run_1/final_clocks.png
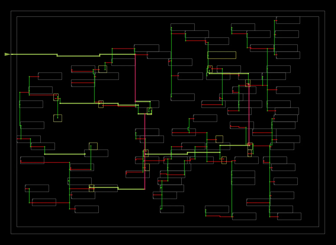
run_1/met3.png
Drawn at 4 px/um.
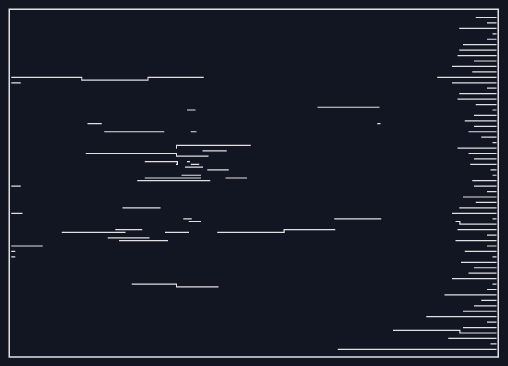
run_1/clock_map.png
Drawn at 4 px/um.
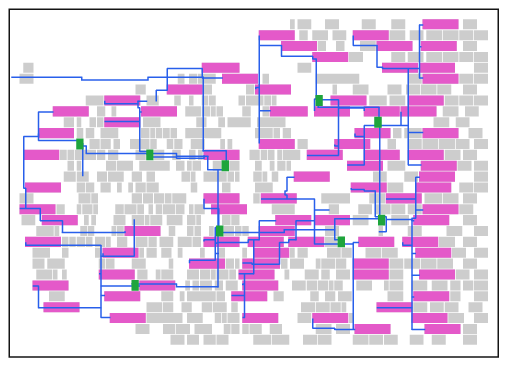
**config.mk**
```make
export PLATFORM = sky130hd
export DESIGN_NAME = adf4351_seq
export DESIGN_NICKNAME = d
export VERILOG_FILES = /design/src/rtl/adf4351_seq.sv
export SDC_FILE = /design/constraint.sdc
export NUM_CORES = 1
export LEC_CHECK = 0
export CAP_MARGIN = 10
export CORE_ASPECT_RATIO = 0.7
export CORE_MARGIN = 2
export CORE_UTILIZATION = 40
export CTS_BUF_LIST = sky130_fd_sc_hd__clkbuf_2
export DETAILED_ROUTE_END_ITERATION = 8
export PLACE_DENSITY = 0.71
export SLEW_MARGIN = 10
export SYNTH_ARGS = -nofsm -noshare
export SYNTH_HDL_FRONTEND = slang
export SYNTH_SLANG_ARGS = --single-unit
```
**constraint.sdc**
```tcl
create_clock -name spi_clk -period 2.35 [get_ports spi_clk]
set_input_delay 0.47 -clock spi_clk [delete_from_list [all_inputs] [get_ports spi_clk]]
set_output_delay 0.47 -clock spi_clk [all_outputs]
set_load 0.05 [all_outputs]
```
**src/rtl/adf4351_seq.sv**
```systemverilog
// ADF4351 programming sequencer: forwards DSP register writes to the SPI config
// stage, launches program bursts, qualifies PLL lock and supervises loss of lock.
module adf4351_seq #(
    parameter int POWERUP_DLY = 1000,
    parameter int SPI_TO      = 4096,
    parameter int SETTLE      = 2000,
    parameter int LOL_FILT    = 16,
    parameter int MAX_RETRY   = 3
) (
    input  logic        spi_clk,
    input  logic        sys_rest_n,
    input  logic        dsp_wr_valid,
    input  logic [7:0]  dsp_wr_addr,
    input  logic [31:0] dsp_wr_data,
    output logic [31:0] adf_in_data,
    output logic [7:0]  adf_cfg_rddr,
    output logic        adf_data_valid,
    output logic        adf_wr_en,
    output logic        adf4351_spi_start,
    input  logic        spi_all_end,
    input  logic        adf_ld,
    output logic        seq_busy,
    output logic        seq_locked,
    output logic        seq_fail,
    output logic        spi_timeout,
    output logic        lol_flag,
    output logic        wr_drop,
    output logic [2:0]  retry_cnt,
    output logic [7:0]  lol_cnt
);

    // All timing parameters share one 16-bit timer, so each must fit in 16 bits.
    localparam logic [15:0] PU_LAST     = 16'(POWERUP_DLY - 1);
    localparam logic [15:0] TO_LAST     = 16'(SPI_TO - 1);
    localparam logic [15:0] SETTLE_LAST = 16'(SETTLE - 1);
    localparam logic [15:0] LOL_LAST    = 16'(LOL_FILT - 1);
    localparam logic [2:0]  RETRY_LIM   = 3'(MAX_RETRY);

    typedef enum logic [3:0] {
        ST_IDLE,
        ST_PU_WAIT,
        ST_START,
        ST_WAIT_END,
        ST_SETTLE,
        ST_CHECK,
        ST_RETRY,
        ST_LOCKED,
        ST_FAIL
    } state_t;

    state_t      state, state_nxt;
    logic [15:0] timer, timer_nxt;
    logic [2:0]  retry_nxt;
    logic        pend_commit, pend_nxt;
    logic        tmo_set, lol_evt;
    logic        ld_p0, ld_p1, ld_s;
    logic        end_p0, end_rise;
    logic        busy, wr_reg, wr_ctl, wr_fwd, commit, clr;
    logic [7:0]  lol_cnt_nxt;

    function automatic logic is_rest(input state_t s);
        return (s == ST_IDLE) || (s == ST_LOCKED) || (s == ST_FAIL);
    endfunction

    // Stage p0/p1: lock-detect synchronizer and end-of-burst edge register
    always_ff @(posedge spi_clk or negedge sys_rest_n) begin
        if (!sys_rest_n) begin
            ld_p0  <= 1'b0;
            ld_p1  <= 1'b0;
            end_p0 <= 1'b0;
        end else begin
            ld_p0  <= adf_ld;
            ld_p1  <= ld_p0;
            end_p0 <= spi_all_end;
        end
    end

    assign ld_s     = ld_p1;
    assign end_rise = spi_all_end & ~end_p0;

    assign busy   = !is_rest(state);
    assign wr_reg = dsp_wr_valid && (dsp_wr_addr >= 8'hA0) && (dsp_wr_addr <= 8'hA5);
    assign wr_ctl = dsp_wr_valid && (dsp_wr_addr == 8'hA6);
    assign wr_fwd = wr_reg && !busy;
    assign commit = wr_ctl && dsp_wr_data[0];
    assign clr    = wr_ctl && dsp_wr_data[1];

    assign adf_wr_en = 1'b0;

    always_comb begin
        state_nxt = state;
        timer_nxt = timer;
        retry_nxt = retry_cnt;
        pend_nxt  = pend_commit;
        tmo_set   = 1'b0;
        lol_evt   = 1'b0;
        if (commit && busy) begin
            pend_nxt = 1'b1;
        end
        case (state)
            ST_PU_WAIT: begin
                if (timer == PU_LAST) begin
                    state_nxt = ST_START;
                end else begin
                    timer_nxt = timer + 16'd1;
                end
            end
            ST_START: begin
                state_nxt = ST_WAIT_END;
                timer_nxt = '0;
            end
            ST_WAIT_END: begin
                if (end_rise) begin
                    state_nxt = ST_SETTLE;
                    timer_nxt = '0;
                end else if (timer == TO_LAST) begin
                    tmo_set   = 1'b1;
                    state_nxt = ST_RETRY;
                end else begin
                    timer_nxt = timer + 16'd1;
                end
            end
            ST_SETTLE: begin
                if (timer == SETTLE_LAST) begin
                    state_nxt = ST_CHECK;
                end else begin
                    timer_nxt = timer + 16'd1;
                end
            end
            ST_CHECK: begin
                if (ld_s) begin
                    state_nxt = ST_LOCKED;
                    retry_nxt = '0;
                    timer_nxt = '0;
                end else begin
                    state_nxt = ST_RETRY;
                end
            end
            ST_RETRY: begin
                if (retry_cnt < RETRY_LIM) begin
                    retry_nxt = retry_cnt + 3'd1;
                    state_nxt = ST_START;
                end else begin
                    state_nxt = ST_FAIL;
                end
            end
            ST_LOCKED: begin
                // Timer doubles as the consecutive-low filter while locked.
                if (ld_s) begin
                    timer_nxt = '0;
                end else if (timer == LOL_LAST) begin
                    lol_evt   = 1'b1;
                    retry_nxt = '0;
                    state_nxt = ST_START;
                end else begin
                    timer_nxt = timer + 16'd1;
                end
                if (commit || pend_commit) begin
                    state_nxt = ST_START;
                    retry_nxt = '0;
                    pend_nxt  = 1'b0;
                end
            end
            ST_IDLE, ST_FAIL: begin
                if (commit || pend_commit) begin
                    state_nxt = ST_START;
                    retry_nxt = '0;
                    pend_nxt  = 1'b0;
                end
            end
            default: begin
                state_nxt = ST_PU_WAIT;
                timer_nxt = '0;
            end
        endcase
    end

    always_comb begin
        lol_cnt_nxt = clr ? 8'd0 : lol_cnt;
        if (lol_evt && (lol_cnt_nxt != 8'hFF)) begin
            lol_cnt_nxt = lol_cnt_nxt + 8'd1;
        end
    end

    // Stage p1: state, counters and registered status/strobe outputs
    always_ff @(posedge spi_clk or negedge sys_rest_n) begin
        if (!sys_rest_n) begin
            state             <= ST_PU_WAIT;
            timer             <= '0;
            retry_cnt         <= '0;
            pend_commit       <= 1'b0;
            seq_busy          <= 1'b0;
            seq_locked        <= 1'b0;
            seq_fail          <= 1'b0;
            adf4351_spi_start <= 1'b0;
            spi_timeout       <= 1'b0;
            lol_flag          <= 1'b0;
            wr_drop           <= 1'b0;
            lol_cnt           <= '0;
            adf_data_valid    <= 1'b0;
            adf_in_data       <= '0;
            adf_cfg_rddr      <= '0;
        end else begin
            state             <= state_nxt;
            timer             <= timer_nxt;
            retry_cnt         <= retry_nxt;
            pend_commit       <= pend_nxt;
            seq_busy          <= !is_rest(state_nxt);
            seq_locked        <= (state_nxt == ST_LOCKED);
            seq_fail          <= (state_nxt == ST_FAIL);
            adf4351_spi_start <= (state_nxt == ST_START);
            spi_timeout       <= tmo_set | (spi_timeout & ~clr);
            lol_flag          <= lol_evt | (lol_flag & ~clr);
            wr_drop           <= (wr_reg & busy) | (wr_drop & ~clr);
            lol_cnt           <= lol_cnt_nxt;
            adf_data_valid    <= wr_fwd;
            if (wr_fwd) begin
                adf_in_data  <= dsp_wr_data;
                adf_cfg_rddr <= dsp_wr_addr;
            end
        end
    end

endmodule

```
==> impl_metrics.csv, run 1 <==
group,metric,value,unit
clock_tree,htreeDepth,3,
synth,compound_area_frac,0.1189,
finish,fin_util,0.5776,
setup_path,crit_path_end_kind,"flip-flop",
grt,grt_max_degree,46,
finish,fin_nets,531,
job,cap_violations,0,
synth,ys_area,3892,um2
outcome,outcome,"finished, final reports clean",
synth,yosys_cells,347,
grt,grt_util_all_layers,0.1892,
clock_tree,clkTransAtPathRegs,210,ps
synth,yosys.stat.seqShare,0.5339,
synth,yosysWarnings,0,
route,drtIter0Drc,146,
pwr,p_leak,2.675,nW
final_timing,drv_slew,0,
floorplan,core_area,9572,um2
synth,avgSynthCellArea,11.22,um2
setup_path,critPathSlowestCell,"clkdlybuf4s50_1",
setup_path,slowest_delay,490,ps
final_timing,setup_viol,0,
setup_path,crit_start,"dsp_wr_addr[2]",
final_timing,final_hold_viol_count,0,
clock_tree,cts_buffers,9,
worst_hold_path,hp-class,"in -> reg",
setup_path,reg2reg_depth,8,
finish,mostFrequentLayoutCells,"clkdlybuf4s50_1 (86), dfrtp_1 (80), mux2_2 (38)",
route,ant_nets,0,
synth,edf_count,0,
synth,top_cell,"dfrtp_1",
synth,topCombFamilyByArea,"simple AND/OR/NAND/NOR gates",
clock_tree,cts-root-buf,"clkbuf_2",
finish,area_delta_synth_final,42.04,%
finish,antenna_cells,0,
floorplan,die_area,10550,um2
setup_path,cp.required,2830,ps
clock_tree,post_cts_buffers,0,
floorplan,rows,30,
synth,xor_share,0.01350,
placement,pre_cts_ws,-485.3,ps
worst_hold_path,hold_end,"ld_p0",
synth,syn_nets,395,
final_timing,min_period_over_period,0.9762,
final_timing,rsz0062_at_grt,"yes",
setup_path,startpoint_type,"input port",
final_timing,post-route-min-period,2294,ps
Notes on final_clocks.png above:
Clk. pwr: 0.763 mW
insertion delay at the late pin of the worst-skew pair: 540 ps

Notes on met3.png above:
The wires run mostly horizontal. The layer holds 8.2% of the routed length. The longest straight run is 39.4 um. The layer carries 785 um of wire.

Notes on clock_map.png above:
Blue shows clock wires, length 1010 um. Magenta shows flip-flops, count 83. Green shows cells driving clock nets, count 9.
There are 10 routed clock nets.
Clk pwr share: 0.321
clk_skew: 17.75 ps

run 1: layout make-up:
type / instances / area [um2]
Clock buffer: 9 / 45.04
Clock inverter: 7 / 72.57
Fill cell: 804 / 4043
Inverter: 6 / 22.52
Multi-Input combinational cell: 241 / 1778
Sequential cell: 83 / 2081
Tap cell: 128 / 160.2
Timing Repair Buffer: 142 / 1370
run 1: worst max path at each step:
stage	cells past startpoint	to	slack, ps
finish	10	lol_cnt[5]	60
global route	10	lol_cnt[5]	-60
CTS	1	adf_in_data[21]	3
detailed placement	10	lol_cnt[5]	-490
global placement	10	lol_cnt[5]	-420
floorplan	9	lol_cnt[5]	-230
run 1: power breakdown:
part	internal [mW]	switching, mW	leakage, nW
logic	0.0918	0.0759	1.48
registers	1.44	0.00533	1.12
clock network	0.252	0.511	0.0707
run 1: sequential cells by signal, summed over array words and instances, names as in the netlist, 3 cells and up:
register / flops
lol_cnt: 8
adf_cfg_rddr: 8
retry_cnt: 3
state: 4
timer: 16
adf_in_data: 32
run 1: critical path: cells and delay by family:
family                   cells  cell delay [ps]
adder cells (fa/ha/maj)      1              150
AND/OR/NAND/NOR              6             1300
AND-OR/OR-AND                2              350
buffers and inverters        1              490
run 1: per-stage QoR:
stage / std cells / power (mW)
4_1_cts: 613 / 2.425
3_5_place_dp: 596 / 1.638
5_1_grt: 616 / 2.488
3_3_place_gp: 596 / 1.634
6_report: 616 / 2.375
2_1_floorplan: 347 / 1.504
run 1: routing by layer:
metal  vias up  routed length [um]  share of wire  GRT usage
met5         -                   0              0          0
met4         0                 100          0.010    0.04807
met3        11                 784          0.082    0.05855
met2       124                4148           0.43     0.2819
met1      1549                4533           0.47     0.2705
li1       1535                   -              -          -
==> inputs of run 2 (changes only) <==
- CORE_ASPECT_RATIO: 0.7 -> 1.5
==> run 2 against run 1 <==
Final area is 0.20% higher. Synthesized cell count stayed put. Combinational power hardly changed. Clock power is 8.7% lower. Clock-buffer cell count stayed put. Global-route usage is 0.45 points lower. Register-to-register slack better by 50 ps. Critical path type unchanged.
==> impl_metrics.csv, run 2 <==
group,metric,value,unit
outcome,outcome,"finished, final reports clean",
final_timing,max_slew_margin,0.5717,
setup_path,cp.depth,10,
finish,antenna_cells,0,
finish,comb.multi_input.count,241,
setup_path,crit_type,"in -> reg",
route,drc,0,
finish,largest_reg_flops,32,
synth,top_cell,"dfrtp_1",
grt,grt_max_degree,51,
finish,final-nonclk-buf-share,0.2584,
synth,syn_nets,395,
clock_tree,cts-root-buf,"clkbuf_2",
finish,layout.area.seq,2081,um2
finish,fin_nets,537,
finish,area_delta_synth_final,42.33,%
floorplan,die_area,10550,um2
setup_path,crit_path_end,"lol_cnt[5]",
floorplan,rows,44,
finish,nonClockBufferCount,148,
final_timing,min_period_over_period,0.9759,
finish,largest_class,"flip-flops and latches",
synth,yosysWarnings,0,
synth,syn_area,3892,um2
finish,clkbuf_count,9,
final_timing,post-route-min-period,2293,ps
setup_path,crit_path_end_kind,"flip-flop",
grt,antenna_found_initial,0,
final_timing,final_hold_viol_count,0,
floorplan,nWellTaps,115,
setup_path,crit_start,"dsp_wr_valid",
finish,seq_share,0.3756,
placement,pre_cts_ws,-551.3,ps
finish,largest_register,"adf_in_data",
synth,avgSynthCellArea,11.22,um2
final_timing,setup_viol,0,
finish,comb_area_frac,0.3178,
placement,postPlaceCellArea,5329,um2
grt,grt_use_met2,0.3228,
finish,largestRegisters,"adf_in_data (32), timer (16)",
setup_path,critPathTopFamily,"simple AND/OR/NAND/NOR gates",
final_timing,drv_slew,0,
grt,use_met1,0.2222,
floorplan,initCoreUtil,0.4063,
route,ant_nets,0,
setup_path,reg2reg_depth,8,
grt,grt_util_all_layers,0.1847,
finish,n_all_inverters,6,
finish,comb_area,1760,um2
worst_hold_path,hp-class,"in -> reg",
synth,ys_area,3892,um2
route,drtIter0Drc,174,
setup_path,path_buffers,1,
setup_path,startpoint_type,"input port",
synth,yosys.stat.seqShare,0.5339,
job,cap_violations,0,
route,wl,9591,um
finish,nFillCells,807,
grt,grt_busiest_layer,"met2",
setup_path,cp.required,2870,ps
placement,io_buffer_count,103,
grt,use_met3,0.03711,
finish,mostFrequentLayoutCells,"clkdlybuf4s50_1 (83), dfrtp_1 (80), buf_4 (41)",
setup_path,critPathSlowestCell,"clkdlybuf4s50_1",
clock_tree,htreeDepth,3,
synth,edf_count,0,
pwr,p_leak,2.746,nW
floorplan,core_area,9579,um2
synth,yosys_cells,347,
finish,fin_util,0.5784,
clock_tree,clkTransAtPathRegs,250,ps
finish,clock_area_frac,0.01829,
setup_path,slowest_delay,470,ps
[run 2: cell counts after synthesis]
No cell type changed its count.
[run 2: power by group]
part,internal [mW],switching (mW)
registers,1.44,0.00540
clock network,0.159,0.538
logic,0.0911,0.0758
total,1.69,0.619
[run 2: worst min-delay path by stage]
stage               start                end
2_1_floorplan  sys_rest_n  adf4351_spi_start
3_3_place_gp        ld_p0              ld_p1
3_5_place_dp        ld_p0              ld_p1
4_1_cts            adf_ld              ld_p0
5_1_grt            adf_ld              ld_p0
6_report           adf_ld              ld_p0
[run 2: repair_timing]
| item | 4_1_cts | 5_1_grt |
|---|---|---|
| endpoints found under the setup margin | 10 | 26 |
| cloned | 0 | 0 |
| hold endpoints to repair | 48 | 0 |
| setup buffers | 1 | 4 |
| pin swaps | 0 | 4 |
| gates resized | 8 | 20 |
| hold buffers | 1 | 0 |
[run 2: cells by family after synthesis]
kind of cell,after synthesis,share of synthesized area
other cells,1,0.0009634
mux,38,0.1099
flops,83,0.5339
fa+ha+maj,3,0.009644
compound gates,68,0.1189
simple gates,125,0.1839
buf+inv,23,0.02925
xor+xnor,6,0.01350
[run 2: worst reg2reg max path, delay by kind of cell, from the launching register on]
family / cells / cell delay [ps]
buf+inv: 1 / 180
fa+ha+maj: 1 / 210
compound gates: 1 / 210
simple gates: 5 / 1100
flops: 1 / 450
[run 2: metrics by stage]
step | instances | power [mW] | hold WS, ps
2_1_floorplan | 347 | 1.504 | 174.4
3_3_place_gp | 587 | 1.635 | 341.3
3_5_place_dp | 587 | 1.637 | 340.4
4_1_cts | 605 | 2.342 | 296.1
5_1_grt | 609 | 2.405 | 293.2
6_report | 609 | 2.309 | 320.2
[run 2: routing by layer]
metal	wire length [um]	up-vias
li1	-	1550
met1	3932	1563
met2	4874	113
met3	597	15
met4	186	0
met5	0	-
run_2/final_clocks.png
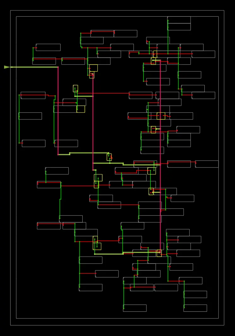
clock buffer count from CTS: 9
registers: 83
clk_skew: 24.77 ps
Clk. pwr: 0.697 mW
insertion delay at the late pin of the worst-skew pair: 570 ps

run_2/clock_map.png
Drawn at 4 px/um.
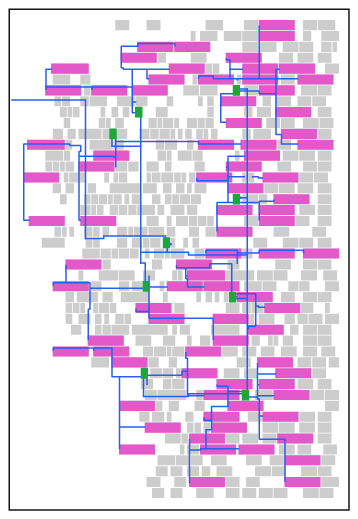
Magenta shows flip-flops, count 83. Blue shows clock wires, length 977 um. Green shows cells driving clock nets, count 9.
There are 10 routed clock nets.
Clk pwr share: 0.302

Power figures rest on the tool's default switching activity, not on a simulated workload.
